m1.png
Scale bar: 50 microns. Cells faint in the background.
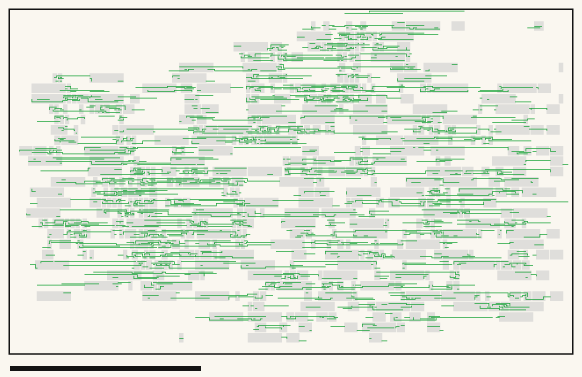
m2.png
Scale bar: 50 microns. Cells faint in the background.
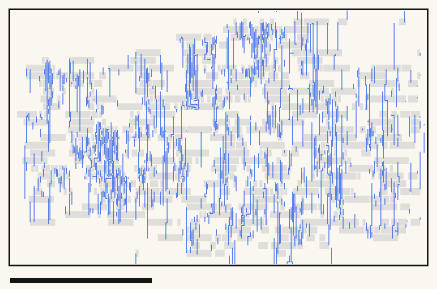
m3.png
Scale bar: 50 microns. Cells faint in the background.
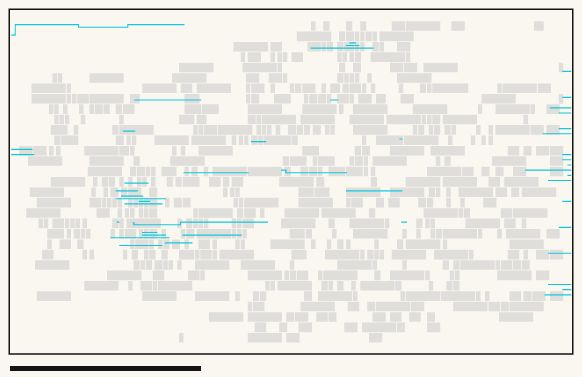
congestion_map.png
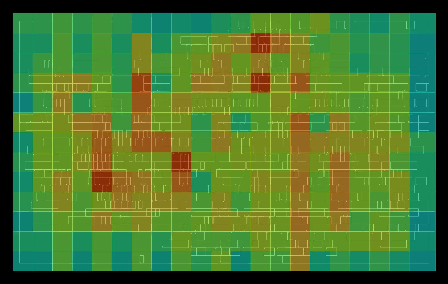
pinout.png
Scale bar: 50 microns. Pins as bars across the die edge, other pins in gray.
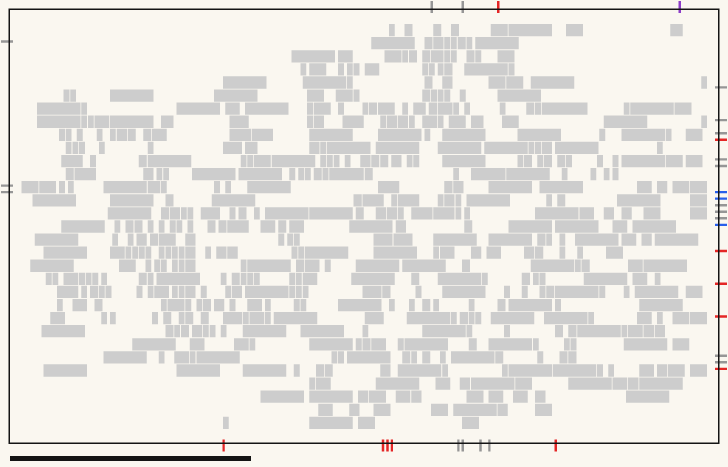
==> config.mk <==
export PLATFORM = sky130hd
export DESIGN_NAME = jstk_spi_rx
export DESIGN_NICKNAME = d
export VERILOG_FILES = /design/src/rtl/jstk_pkg.sv /design/src/rtl/spi_sclk_gen.sv /design/src/rtl/jstk_spi_rx.sv
export SDC_FILE = /design/constraint.sdc
export NUM_CORES = 1
export LEC_CHECK = 0
export ABC_AREA = 1
export CORE_ASPECT_RATIO = 0.6
export CORE_MARGIN = 2
export CORE_UTILIZATION = 40
export CTS_CLUSTER_DIAMETER = 50
export DETAILED_ROUTE_END_ITERATION = 16
export PLACE_DENSITY = 0.58
export SLEW_MARGIN = 5
export SYNTH_ARGS = -nofsm -noshare
export SYNTH_HDL_FRONTEND = slang
export SYNTH_SLANG_ARGS = --single-unit
==> constraint.sdc <==
create_clock -name clk -period 3.56 [get_ports clk]
set_input_delay 0.356 -clock clk [delete_from_list [all_inputs] [get_ports clk]]
set_output_delay 0.356 -clock clk [all_outputs]
set_load 0.05 [all_outputs]
==> src/rtl/jstk_pkg.sv <==
// Shared constants and types for the joystick SPI receiver.
package jstk_pkg;

    localparam int unsigned NUM_BYTES = 5;
    localparam int unsigned BYTE_W    = 8;
    localparam int unsigned POS_W     = 11;
    localparam int unsigned RAW_W     = 10;
    localparam int unsigned BTN_W     = 3;
    localparam int unsigned ST_W      = 3;
    localparam int unsigned BIT_W     = 3;

    // Receiver FSM state encoding
    localparam logic [ST_W-1:0] ST_IDLE  = 3'd0;
    localparam logic [ST_W-1:0] ST_SETUP = 3'd1;
    localparam logic [ST_W-1:0] ST_SHIFT = 3'd2;
    localparam logic [ST_W-1:0] ST_GAP   = 3'd3;
    localparam logic [ST_W-1:0] ST_DONE  = 3'd4;

    // Byte slots in the order the joystick sends them
    localparam logic [BIT_W-1:0] IDX_X_LO = 3'd0;
    localparam logic [BIT_W-1:0] IDX_X_HI = 3'd1;
    localparam logic [BIT_W-1:0] IDX_Y_LO = 3'd2;
    localparam logic [BIT_W-1:0] IDX_Y_HI = 3'd3;
    localparam logic [BIT_W-1:0] IDX_BTN  = 3'd4;

    typedef struct packed {
        logic [POS_W-1:0] x;
        logic [POS_W-1:0] y;
        logic [BTN_W-1:0] buttons;
    } jstk_sample_t;

endpackage

==> src/rtl/spi_sclk_gen.sv <==
// Mode-0 SCLK divider: CLK_DIV clocks per half-period, idle low while disabled,
// with one-cycle strobes coinciding with the cycle sclk has just risen/fallen.
module spi_sclk_gen #(
    parameter int unsigned CLK_DIV = 50
) (
    input  logic clk,
    input  logic rst,
    input  logic en_i,
    output logic sclk_o,
    output logic rise_o,
    output logic fall_o
);

    localparam int unsigned DW = (CLK_DIV > 1) ? $clog2(CLK_DIV) : 1;

    logic [DW-1:0] div_q, div_d;
    logic          sclk_q, sclk_d;
    logic          rise_q, rise_d;
    logic          fall_q, fall_d;

    always_ff @(posedge clk or negedge rst) begin
        if (!rst) begin
            div_q  <= '0;
            sclk_q <= 1'b0;
            rise_q <= 1'b0;
            fall_q <= 1'b0;
        end else begin
            div_q  <= div_d;
            sclk_q <= sclk_d;
            rise_q <= rise_d;
            fall_q <= fall_d;
        end
    end

    always_comb begin
        div_d  = div_q;
        sclk_d = sclk_q;
        rise_d = 1'b0;
        fall_d = 1'b0;
        if (!en_i) begin
            div_d  = '0;
            sclk_d = 1'b0;
        end else if (div_q == DW'(CLK_DIV - 1)) begin
            div_d  = '0;
            sclk_d = ~sclk_q;
            rise_d = ~sclk_q;
            fall_d = sclk_q;
        end else begin
            div_d = div_q + DW'(1);
        end
    end

    assign sclk_o = sclk_q;
    assign rise_o = rise_q;
    assign fall_o = fall_q;

endmodule

==> src/rtl/jstk_spi_rx.sv <==
// Periodically polls a joystick over SPI mode 0 and publishes X/Y/buttons
// atomically once all five bytes of a transaction have arrived.
import jstk_pkg::*;

module jstk_spi_rx #(
    parameter int unsigned CLK_DIV     = 50,
    parameter int unsigned SS_SETUP    = 1500,
    parameter int unsigned POLL_PERIOD = 1_000_000
) (
    input  logic             clk,
    input  logic             rst,
    input  logic             en,
    input  logic             miso,
    output logic             mosi,
    output logic             sclk,
    output logic             ss_n,
    output logic [POS_W-1:0] x_val,
    output logic [POS_W-1:0] y_val,
    output logic [BTN_W-1:0] buttons,
    output logic             data_valid,
    output logic             busy
);

    localparam int unsigned PW = (POLL_PERIOD > 1) ? $clog2(POLL_PERIOD) : 1;
    localparam int unsigned SW = (SS_SETUP > 1) ? $clog2(SS_SETUP) : 1;

    logic [ST_W-1:0]   state_q, state_d;
    logic [PW-1:0]     poll_q, poll_d;
    logic [SW-1:0]     cnt_q, cnt_d;
    logic [BIT_W-1:0]  bit_q, bit_d;
    logic [BIT_W-1:0]  byte_q, byte_d;
    logic [BYTE_W-1:0] shreg_q, shreg_d;
    logic [RAW_W-1:0]  xs_q, xs_d;
    logic [RAW_W-1:0]  ys_q, ys_d;
    jstk_sample_t      out_q, out_d;
    logic              ss_n_q, ss_n_d;
    logic              busy_q, busy_d;
    logic              dv_q, dv_d;
    logic              poll_wrap;
    logic              sclk_w, rise_w, fall_w;

    spi_sclk_gen #(
        .CLK_DIV(CLK_DIV)
    ) u_sclk_gen (
        .clk    (clk),
        .rst    (rst),
        .en_i   (state_q == ST_SHIFT),
        .sclk_o (sclk_w),
        .rise_o (rise_w),
        .fall_o (fall_w)
    );

    always_ff @(posedge clk or negedge rst) begin
        if (!rst) begin
            state_q <= ST_IDLE;
            poll_q  <= '0;
            cnt_q   <= '0;
            bit_q   <= '0;
            byte_q  <= '0;
            shreg_q <= '0;
            xs_q    <= '0;
            ys_q    <= '0;
            out_q   <= '0;
            ss_n_q  <= 1'b1;
            busy_q  <= 1'b0;
            dv_q    <= 1'b0;
        end else begin
            state_q <= state_d;
            poll_q  <= poll_d;
            cnt_q   <= cnt_d;
            bit_q   <= bit_d;
            byte_q  <= byte_d;
            shreg_q <= shreg_d;
            xs_q    <= xs_d;
            ys_q    <= ys_d;
            out_q   <= out_d;
            ss_n_q  <= ss_n_d;
            busy_q  <= busy_d;
            dv_q    <= dv_d;
        end
    end

    always_comb begin
        state_d   = state_q;
        cnt_d     = cnt_q;
        bit_d     = bit_q;
        byte_d    = byte_q;
        shreg_d   = shreg_q;
        xs_d      = xs_q;
        ys_d      = ys_q;
        out_d     = out_q;
        ss_n_d    = ss_n_q;
        dv_d      = 1'b0;
        poll_wrap = (poll_q == PW'(POLL_PERIOD - 1));
        poll_d    = poll_wrap ? '0 : poll_q + PW'(1);

        case (state_q)
            ST_IDLE: begin
                // Wraps that find the FSM busy or disabled are simply dropped
                if (poll_wrap && en) begin
                    state_d = ST_SETUP;
                    ss_n_d  = 1'b0;
                    cnt_d   = '0;
                end
            end
            ST_SETUP, ST_GAP: begin
                if (cnt_q == SW'(SS_SETUP - 1)) begin
                    state_d = ST_SHIFT;
                    cnt_d   = '0;
                end else begin
                    cnt_d = cnt_q + SW'(1);
                end
            end
            ST_SHIFT: begin
                if (rise_w) begin
                    shreg_d = {shreg_q[BYTE_W-2:0], miso};
                end
                if (fall_w) begin
                    bit_d = bit_q + 3'd1;
                    if (bit_q == 3'd7) begin
                        case (byte_q)
                            IDX_X_LO: xs_d[7:0] = shreg_q;
                            IDX_X_HI: xs_d[9:8] = shreg_q[1:0];
                            IDX_Y_LO: ys_d[7:0] = shreg_q;
                            IDX_Y_HI: ys_d[9:8] = shreg_q[1:0];
                            default:  ;
                        endcase
                        if (byte_q == IDX_BTN) begin
                            state_d       = ST_DONE;
                            byte_d        = '0;
                            ss_n_d        = 1'b1;
                            dv_d          = 1'b1;
                            out_d.x       = {1'b0, xs_q};
                            out_d.y       = {1'b0, ys_q};
                            out_d.buttons = shreg_q[BTN_W-1:0];
                        end else begin
                            state_d = ST_GAP;
                            byte_d  = byte_q + 3'd1;
                        end
                    end
                end
            end
            ST_DONE: state_d = ST_IDLE;
            default: state_d = ST_IDLE;
        endcase

        busy_d = ~ss_n_d;
    end

    assign mosi       = 1'b0;
    assign sclk       = sclk_w;
    assign ss_n       = ss_n_q;
    assign busy       = busy_q;
    assign data_valid = dv_q;
    assign x_val      = out_q.x;
    assign y_val      = out_q.y;
    assign buttons    = out_q.buttons;

endmodule

==> results.txt <==
The flow completed. Number of buffers inserted during clock tree synthesis landed at 9. In this run, the synthesized area fraction spent on adder and majority cells is recorded as 2.80%. The flow ran to the end, and the final reports show no timing, DRC or antenna violations. On the critical path the largest part of the delay comes from buffers and inverters. Looking at the critical path, the highest net fanout was 2. In the power breakdown, the internal column shows 1.65 mW. The highest metal layer carrying signal wires in the routed design is met4.

Grouping non-sequential cells by family puts the most area in simple AND/OR/NAND/NOR gates. Per the detail_route report, DRC violations left total 0. Ranked by instance count, the synthesized netlist is headed by sky130_fd_sc_hd__nand2_1 (110), sky130_fd_sc_hd__dfrtp_1 (102), sky130_fd_sc_hd__inv_1 (58). Cell count listed in synth_stat.txt landed at 526. The area taken by multi-input combinational cells is reported as 0.00199 sq mm. Met1 wire length landed at 5.06 mm.

Relative to the synthesized area, the layout overhead comes to 13.8%. Total power draw landed at 2.13 mW. After floorplanning, the die was sized to cover 0.0132 sq mm. Sequential power for this build is 1.17 mW. Clock transition at the registers of the reported paths landed at 0.07 ns. Post-route period utilization is reported as 57.6%. Number of antenna diodes landed at 0. Synthesized-area fraction occupied by xor and xnor cells landed at 2.85%. Number of filler instances in the final layout landed at 1,155. Final worst slack landed at 1.51 ns. The total area inside the core boundary comes to 0.0120 sq mm.

The floorplan has 31 rows. After synthesis, the cell types taking the most area are sky130_fd_sc_hd__dfrtp_1 (52%), sky130_fd_sc_hd__nand2_1 (8.4%), sky130_fd_sc_hd__inv_1 (4.4%). Looking at the setup timing report, the critical path kind is reg -> out. The setup check on the worst reg-to-reg path leaves a slack of 1.61 ns. H-tree level count landed at 3.

The average instance in the mapped netlist occupies 9.34 sq um. Post-synthesis sequential element count landed at 103. Horizontal die dimension landed at 147 microns. Looking at the clock tree report, the maximum root-to-sink buffer count equals 2.

Number of enable flip-flop cells landed at 0. The sequential cells in the finished layout cover a total of 0.00258 sq mm. 34 I/O pins were placed. Detailed placement finished with a half-perimeter wire length of 6.71 mm. The tightest min-delay check is of the in -> async type. The analysis attributes to cell leakage a power of 2.73 nW. Peak supply drop landed at 0.000213 V. Number of pins exceeding their max-slew limit in the final report landed at 0.

Critical path buffer and inverter count landed at 1. For this design the total switching power over the nets is 0.471 mW.
-- m1.png (at the start) --
share of all routed wire = 54%
nets with wire on the layer = 524
wire length on this layer = 5,060 microns
main direction = horizontal
longest straight run = 36.3 microns

-- m2.png (at the start) --
longest straight run = 32.6 microns
main direction = vertical
share of all routed wire = 42%
nets with wire on the layer = 449
wire length on this layer = 3,930 microns
detailed-route via count: 3,477
grt met2 use: 21.2%
wire length reported by the detailed router: 9.45 mm

-- m3.png (at the start) --
nets with wire on the layer = 38
main direction = horizontal
longest straight run = 22.8 microns
share of all routed wire = 3.9%
wire length on this layer = 365 microns
met3 Use GR: 3.55%

-- congestion_map.png (at the start) --
GR met1 Demand/Resource: 23.4%
routed length per placed instance: 13.0 microns
final core area utilization: 46.5%

-- pinout.png (at the start) --
rst -> purple  # pins 1, direction input, edge top
x_val -> red  # pins 11, direction output, edge 5 right, 5 bottom, 1 top
buttons -> blue  # pins 3, direction output, edge right
die y size: 89.9 microns
Buffers on Ports: 30

path summary, 6_finish.rpt:
kind,to,cells after the start
min in group clk,x_val[9],2
max reg2reg,x_val[0],9
min,data_valid,1
max,ss_n,1
max in group asynchronous,u_sclk_gen.fall_o,2
min reg2reg,x_val[9],2
area by class of cell:
cell class	instances	share of cell area, %
timing repair buffer	31	5.46
clock inverter	5	0.738
multi-input combinational	351	35.7
sequential	103	46.1
clock buffer	11	4.16
tap	165	3.69
inverter	61	4.18
through the flow:
| stage | std cells | util [%] | hold slack [ns] |
|---|---|---|---|
| after floorplan | 528 | - | 0.0604 |
| after global placement | 711 | 44.2 | 0.456 |
| after detailed placement | 711 | 44.2 | 0.468 |
| after CTS | 727 | 46.5 | 0.252 |
| after global routing | 727 | 46.5 | 0.301 |
| final | 727 | 46.5 | 0.199 |
Power figures rest on the tool's default switching activity, not on a simulated workload.
